===== src/rtl/mem_bridge.sv =====
// mem_bridge: turns one core memory access into one request/grant/response bus
// transaction, with byte-lane steering, load extension, alignment check and timeout.
module mem_bridge #(
  parameter int unsigned TIMEOUT = 255,
  parameter int unsigned ADDR_W  = 32
) (
  input  logic              clk,
  input  logic              rst,
  input  logic [4:0]        mem_ctrl,
  input  logic [ADDR_W-1:0] mem_addr,
  input  logic [31:0]       mem_din,
  output logic [31:0]       mem_dout,
  output logic              mem_ready,
  output logic              mem_err,
  output logic              bus_req,
  output logic              bus_we,
  output logic [3:0]        bus_be,
  output logic [ADDR_W-1:0] bus_addr,
  output logic [31:0]       bus_wdata,
  input  logic              bus_gnt,
  input  logic              bus_rvalid,
  input  logic [31:0]       bus_rdata
);

  // One spare count value so the counter can hold TIMEOUT itself.
  localparam int unsigned CntW = $clog2(TIMEOUT + 2);

  typedef enum logic [1:0] {StIdle, StReq, StWait, StDone} state_e;

  state_e            state_q, state_d;
  logic [3:0]        ctrl_q, ctrl_d;  // {we, uns, size[1:0]}
  logic [ADDR_W-1:0] addr_q, addr_d;
  logic [31:0]       din_q, din_d;
  logic [31:0]       dout_q, dout_d;
  logic              err_q, err_d;
  logic [CntW-1:0]   cnt_q, cnt_d;

  logic              in_bad;
  logic              expired;
  logic [1:0]        off;
  logic [3:0]        be;
  logic [31:0]       wdata;
  logic [31:0]       shifted;
  logic [31:0]       load_val;

  // Alignment / size check of the access presented in IDLE.
  always_comb begin
    case (mem_ctrl[1:0])
      2'd0:    in_bad = 1'b0;
      2'd1:    in_bad = mem_addr[0];
      2'd2:    in_bad = |mem_addr[1:0];
      default: in_bad = 1'b1;
    endcase
  end

  // Lane steering for stores and extraction/extension for loads, from latched access.
  always_comb begin
    off      = addr_q[1:0];
    shifted  = bus_rdata >> {off, 3'b000};
    be       = 4'b1111;
    wdata    = din_q;
    load_val = bus_rdata;
    case (ctrl_q[1:0])
      2'd0: begin
        be       = 4'b0001 << off;
        wdata    = {4{din_q[7:0]}};
        load_val = ctrl_q[2] ? {24'h0, shifted[7:0]} : {{24{shifted[7]}}, shifted[7:0]};
      end
      2'd1: begin
        be       = 4'b0011 << off;
        wdata    = {2{din_q[15:0]}};
        load_val = ctrl_q[2] ? {16'h0, shifted[15:0]} : {{16{shifted[15]}}, shifted[15:0]};
      end
      default: ;
    endcase
  end

  // Timeout fires on the TIMEOUT-th cycle spent in REQ/WAIT; it wins over gnt/rvalid.
  assign expired = (TIMEOUT != 0) && (cnt_q == CntW'(TIMEOUT - 1));

  // Next-state logic and access latching.
  always_comb begin
    state_d = state_q;
    ctrl_d  = ctrl_q;
    addr_d  = addr_q;
    din_d   = din_q;
    dout_d  = dout_q;
    err_d   = err_q;
    cnt_d   = cnt_q;
    unique case (state_q)
      StIdle: begin
        dout_d = '0;
        err_d  = 1'b0;
        if (mem_ctrl[4]) begin
          ctrl_d = mem_ctrl[3:0];
          addr_d = mem_addr;
          din_d  = mem_din;
          cnt_d  = '0;
          if (in_bad) begin
            err_d   = 1'b1;
            state_d = StDone;
          end else begin
            state_d = StReq;
          end
        end
      end
      StReq: begin
        cnt_d = cnt_q + CntW'(1);
        if (expired) begin
          err_d   = 1'b1;
          dout_d  = '0;
          state_d = StDone;
        end else if (bus_gnt) begin
          state_d = StWait;
        end
      end
      StWait: begin
        cnt_d = cnt_q + CntW'(1);
        if (expired) begin
          err_d   = 1'b1;
          dout_d  = '0;
          state_d = StDone;
        end else if (bus_rvalid) begin
          dout_d  = ctrl_q[3] ? '0 : load_val;
          state_d = StDone;
        end
      end
      StDone: begin
        state_d = StIdle;
      end
    endcase
  end

  // State and latched-access registers with synchronous reset.
  always_ff @(posedge clk) begin
    if (rst) begin
      state_q <= StIdle;
      ctrl_q  <= '0;
      addr_q  <= '0;
      din_q   <= '0;
      dout_q  <= '0;
      err_q   <= 1'b0;
      cnt_q   <= '0;
    end else begin
      state_q <= state_d;
      ctrl_q  <= ctrl_d;
      addr_q  <= addr_d;
      din_q   <= din_d;
      dout_q  <= dout_d;
      err_q   <= err_d;
      cnt_q   <= cnt_d;
    end
  end

  // Outputs decoded from state; bus fields are only driven while requesting.
  always_comb begin
    mem_ready = (state_q == StDone);
    mem_dout  = mem_ready ? dout_q : '0;
    mem_err   = mem_ready & err_q;
    bus_req   = (state_q == StReq);
    bus_we    = bus_req & ctrl_q[3];
    bus_be    = bus_req ? be : 4'b0000;
    bus_addr  = bus_req ? {addr_q[ADDR_W-1:2], 2'b00} : '0;
    bus_wdata = bus_we ? wdata : '0;
  end

endmodule


===== config.mk =====
export PLATFORM = sky130hd
export DESIGN_NAME = mem_bridge
export DESIGN_NICKNAME = d
export VERILOG_FILES = /design/src/rtl/mem_bridge.sv
export SDC_FILE = /design/constraint.sdc
export NUM_CORES = 1
export LEC_CHECK = 0
export ABC_CLOCK_PERIOD_IN_PS = 1800
export CORE_MARGIN = 1
export CORE_UTILIZATION = 41
export DETAILED_ROUTE_END_ITERATION = 12
export PLACE_DENSITY = 0.82
export SLEW_MARGIN = 20
export SYNTH_ARGS = -nofsm -noshare
export SYNTH_HDL_FRONTEND = slang
export SYNTH_SLANG_ARGS = --single-unit

===== constraint.sdc =====
create_clock -name clk -period 1.8 [get_ports clk]
set_input_delay 0.54 -clock clk [delete_from_list [all_inputs] [get_ports clk]]
set_output_delay 0.54 -clock clk [all_outputs]
set_load 0.03 [all_outputs]

==> images/port_trees.png <==
Scale: 3 px per um.
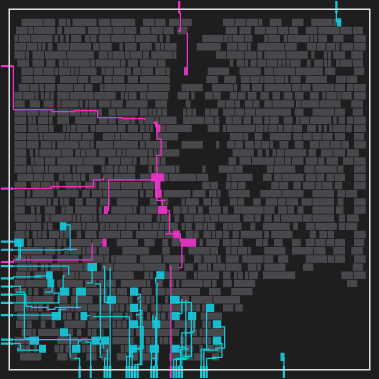
legend:
  magenta:
    port: `mem_ctrl`
    direction: input
    edge: 3 left, 1 top, 1 bottom
    end_cells: 11
    buffers: 7
    wire: 295 um
  cyan:
    port: `bus_addr`
    direction: output
    edge: 21 bottom, 10 left, 1 top
    end_cells: 32
    buffers: 30
    wire: 713 um

==> flow_results.xml <==
<?xml version="1.0" encoding="UTF-8"?>
<metrics>
  <group name="final_layout">
    <metric name="layout.cells.most_common" unit="">sky130_fd_sc_hd__nand2_1</metric>
    <metric name="layout.filler_cells" unit="">888</metric>
    <metric name="post-route-util" unit="">0.7406</metric>
    <metric name="drive_gt1_frac" unit="">0.3698</metric>
    <metric name="layout-area-overhead-vs-synth" unit="%">74.71</metric>
    <metric name="finish.net_count" unit="">1112</metric>
    <metric name="n_antenna_cell" unit="">0</metric>
    <metric name="area.combinational" unit="mm2">0.003767</metric>
    <metric name="layout.cell_area.non_filler" unit="mm2">0.009925</metric>
    <metric name="layout_cells_excl_fill" unit="">1182</metric>
    <metric name="reg.largest.list" unit="">addr_q (32), din_q (32), dout_q (32)</metric>
    <metric name="layout_top_cells" unit="">sky130_fd_sc_hd__nand2_1, sky130_fd_sc_hd__dfxtp_1, sky130_fd_sc_hd__clkdlybuf4s50_1</metric>
    <metric name="sequential_cell_area" unit="mm2">0.002257</metric>
  </group>
  <group name="detailed_routing">
    <metric name="drt_pass1_iterations" unit="">5</metric>
    <metric name="avgViaCountPerCell" unit="">5.451</metric>
    <metric name="avgRoutedWirePerCell" unit="um">18.46</metric>
    <metric name="wirelength" unit="mm">21.82</metric>
    <metric name="drc_errors" unit="">0</metric>
    <metric name="initialDrtViolationCount" unit="">504</metric>
    <metric name="ant_nets" unit="">0</metric>
    <metric name="detailroute.via_count" unit="">6443</metric>
  </group>
  <group name="synth">
    <metric name="yosys.area_share.xor_xnor" unit="">0.01079</metric>
    <metric name="syn_avg_cell_area" unit="um2">7.666</metric>
    <metric name="synth.yosys.chip_area" unit="mm2">0.005680</metric>
    <metric name="yosys.stat.seqShare" unit="">0.3947</metric>
    <metric name="top_cells_by_area" unit="">sky130_fd_sc_hd__dfxtp_1, sky130_fd_sc_hd__nand2_1, sky130_fd_sc_hd__a21oi_1, sky130_fd_sc_hd__and2_1, sky130_fd_sc_hd__mux2i_1</metric>
    <metric name="post_synth_ao_oa_area_fraction" unit="">0.2203</metric>
    <metric name="syn_area" unit="mm2">0.005680</metric>
    <metric name="synth.distinct_cells" unit="">56</metric>
    <metric name="yosys_most_used_dff" unit="">sky130_fd_sc_hd__dfxtp_1</metric>
    <metric name="cells_after_synthesis" unit="">741</metric>
    <metric name="synth.cellmix.adderShare" unit="">0.01322</metric>
    <metric name="ys_sh_mux" unit="">0.04802</metric>
    <metric name="ys_async_sr_fraction" unit="">0</metric>
    <metric name="netlist_top_cells_count" unit="">sky130_fd_sc_hd__nand2_1, sky130_fd_sc_hd__dfxtp_1, sky130_fd_sc_hd__a21oi_1, sky130_fd_sc_hd__nor2_1, sky130_fd_sc_hd__and2_1</metric>
    <metric name="yosys_warnings" unit="">0</metric>
    <metric name="synthSimpleGateAreaFrac" unit="">0.2476</metric>
    <metric name="synth-edff-count" unit="">0</metric>
    <metric name="topCombFamilyByArea" unit="">simple AND/OR/NAND/NOR gates</metric>
    <metric name="synth.top_cell.area_share" unit="">0.3947</metric>
    <metric name="yosys_instances" unit="">741</metric>
    <metric name="synth-seq-cells" unit="">112</metric>
    <metric name="yosys.cell_count.top_type" unit="">sky130_fd_sc_hd__nand2_1</metric>
    <metric name="yosys.area.top_type" unit="">sky130_fd_sc_hd__dfxtp_1</metric>
  </group>
  <group name="critical_path">
    <metric name="worstPathMaxFanout" unit="">10</metric>
    <metric name="critical_path.reg2reg.startpoint" unit="">state_q[1]</metric>
    <metric name="worst-endpoint-arrival" unit="ns">1.62</metric>
    <metric name="crit_path_cell_trace" unit="">buf_4 -&gt; mux2i_1 -&gt; nor2_1 -&gt; a21oi_2 -&gt; nor2_4 -&gt; buf_6</metric>
    <metric name="critical_path_buffers_and_inverters" unit="">2</metric>
    <metric name="worstPathRequired" unit="ns">1.26</metric>
    <metric name="timing.critical_path.slowest_cell_delay" unit="ns">0.43</metric>
    <metric name="startpoint_type" unit="">flop</metric>
    <metric name="cp_slowest_cell" unit="">sky130_fd_sc_hd__dfxtp_4</metric>
    <metric name="path_class" unit="">flop to output port</metric>
    <metric name="worst_path_dominant_cell_family" unit="">flip-flops</metric>
    <metric name="crit-reg2reg-capture" unit="">state_q[0]</metric>
    <metric name="rr_worst_depth" unit="">9</metric>
    <metric name="worst-r2r-setup-slack" unit="ns">-0.18</metric>
    <metric name="setup.worst_path.end_class" unit="">output port</metric>
  </group>
  <group name="min_path">
    <metric name="whs_path_depth" unit="">2</metric>
    <metric name="hold_start" unit="">addr_q[23]</metric>
    <metric name="hold_path.class" unit="">flop to flop</metric>
    <metric name="hold_path_end" unit="">addr_q[23]</metric>
  </group>
  <group name="power_and_ir_drop">
    <metric name="combinationalPowerShare" unit="">0.478</metric>
    <metric name="worst_ir_drop_vdd" unit="uV">695.8</metric>
    <metric name="total_switching_power" unit="uW">3890</metric>
    <metric name="netSwitchingFraction" unit="">0.3873</metric>
    <metric name="leakagePower" unit="uW">0.003803</metric>
    <metric name="pwr_density_cell" unit="mW/mm2">1012</metric>
    <metric name="intPower" unit="uW">6155</metric>
    <metric name="power_frac_seq" unit="">0.311</metric>
    <metric name="power_frac_clock" unit="">0.211</metric>
  </group>
  <group name="timing">
    <metric name="timing.final.ws_setup" unit="ns">-0.3650</metric>
    <metric name="finalHoldViolCount" unit="">0</metric>
    <metric name="timing_max_transition_violations_final" unit="">0</metric>
    <metric name="setup-tns-final" unit="ns">-31.05</metric>
    <metric name="grt_setup_unrepaired" unit="">yes</metric>
    <metric name="max_clock_freq" unit="MHz">461.9</metric>
    <metric name="min_period" unit="ns">2.165</metric>
    <metric name="report.final.setup_viol" unit="">136</metric>
    <metric name="timing.final.crit_share" unit="">1.203</metric>
    <metric name="slew_headroom" unit="">0.4842</metric>
    <metric name="finalClockSkew" unit="ns">0.01189</metric>
    <metric name="worst_pin_slew" unit="ns">0.7737</metric>
  </group>
  <group name="clocking">
    <metric name="clk_latency" unit="ns">0.37</metric>
    <metric name="clock_sink_count" unit="">112</metric>
    <metric name="cts-buffers-inserted" unit="">9</metric>
    <metric name="max-clock-path-buffers" unit="">2</metric>
    <metric name="clock_tree_from_tritoncts" unit="">yes</metric>
    <metric name="cts-htree-levels" unit="">3</metric>
    <metric name="clk_pin_slew" unit="ns">0.08</metric>
    <metric name="clock_tree.root_cell" unit="">sky130_fd_sc_hd__clkbuf_16</metric>
  </group>
  <group name="placed_design">
    <metric name="dp_worst_setup_slack" unit="ns">-0.3645</metric>
    <metric name="dpl-instance-area" unit="mm2">0.008537</metric>
    <metric name="port_buffers" unit="">206</metric>
    <metric name="placed_instance_count" unit="">1136</metric>
    <metric name="hpwl" unit="mm">13.65</metric>
    <metric name="gpl.final_weighted_congestion" unit="">0.9008</metric>
  </group>
  <group name="run">
    <metric name="tool_warnings" unit="">33</metric>
    <metric name="maxCapViolCount" unit="">0</metric>
  </group>
  <group name="global_route">
    <metric name="global_route_wire_length_before_repair" unit="mm">32.70</metric>
    <metric name="number_of_global_route_vias_before_repair" unit="">6343</metric>
    <metric name="grt_usage" unit="">0.2927</metric>
    <metric name="grt_max_degree" unit="">72</metric>
    <metric name="grt_overflow" unit="">0</metric>
    <metric name="number_of_antenna_violations_at_the_first_check_in_global_routing" unit="">0</metric>
  </group>
  <group name="die">
    <metric name="fp.dieH" unit="um">119.7</metric>
    <metric name="row_count" unit="">42</metric>
    <metric name="ios" unit="">209</metric>
    <metric name="die.size.x" unit="um">119.7</metric>
    <metric name="floorplan.core_area" unit="mm2">0.01340</metric>
    <metric name="initial_core_util" unit="">0.4239</metric>
    <metric name="chip_area" unit="mm2">0.01433</metric>
  </group>
  <group name="run_status">
    <metric name="run_status" unit="">finished, violations left</metric>
    <metric name="violations" unit="">setup timing</metric>
  </group>
</metrics>
==> images/m1.png <==
Scale: 4 px per um. Supply wires on this layer in gray.
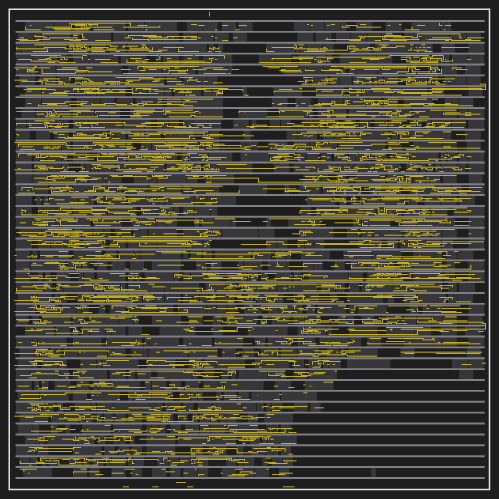
nets with wire on the layer: 978
main direction: horizontal
longest straight run: 32.7 um

## final cells by class
| cell class | instances | share of cell area |
|---|---|---|
| multi-input combinational | 543 | 0.3796 |
| sequential | 112 | 0.2274 |
| clock buffer | 10 | 0.02307 |
| tap | 176 | 0.02219 |
| inverter | 25 | 0.01021 |
| clock inverter | 6 | 0.007690 |
| timing repair buffer | 310 | 0.3298 |
## per-layer routing
metal	GRT usage	wire length [um]
met1	0.3394	8287
met2	0.5025	10840
met3	0.07700	1830
met4	0.1328	864
met5	0	0
## power by group through the flow
stage / registers [uW] / clock network (uW) / logic (uW)
5_1_grt: 3160 / 2240 / 5120
6_report: 3120 / 2120 / 4800
2_1_floorplan: 3060 / 0 / 2400
4_1_cts: 3080 / 2130 / 4530
3_5_place_dp: 3120 / 0 / 3840
3_3_place_gp: 3110 / 0 / 3780
## stage by stage
step	hold slack [ns]	power, uW
detailed placement	0.4425	6964
global route	0.4689	10520
floorplan	0.4242	5466
global placement	0.4365	6891
CTS	0.4536	9732
finish	0.4497	10050
## worst max-delay path by stage
| stage | start | end | slack, ns | cells after the start |
|---|---|---|---|---|
| 3_5_place_dp | ctrl_q[0] | bus_wdata[27] | -0.36 | 6 |
| 5_1_grt | ctrl_q[0] | bus_wdata[31] | -0.39 | 6 |
| 2_1_floorplan | ctrl_q[1] | bus_be[1] | -0.14 | 4 |
| 4_1_cts | ctrl_q[0] | bus_wdata[10] | -0.34 | 7 |
| 3_3_place_gp | ctrl_q[0] | bus_wdata[27] | -0.30 | 6 |
| 6_report | ctrl_q[0] | bus_wdata[31] | -0.36 | 6 |
## what timing repair did
action                     in CTS  in global routing
gates cloned                    5                  1
pin swaps                      25                 18
setup endpoints to repair     128                159
hold buffers                    0                  0
resized                       218                 33
buffers inserted               18                  8
Power and IR drop assume default switching activity.
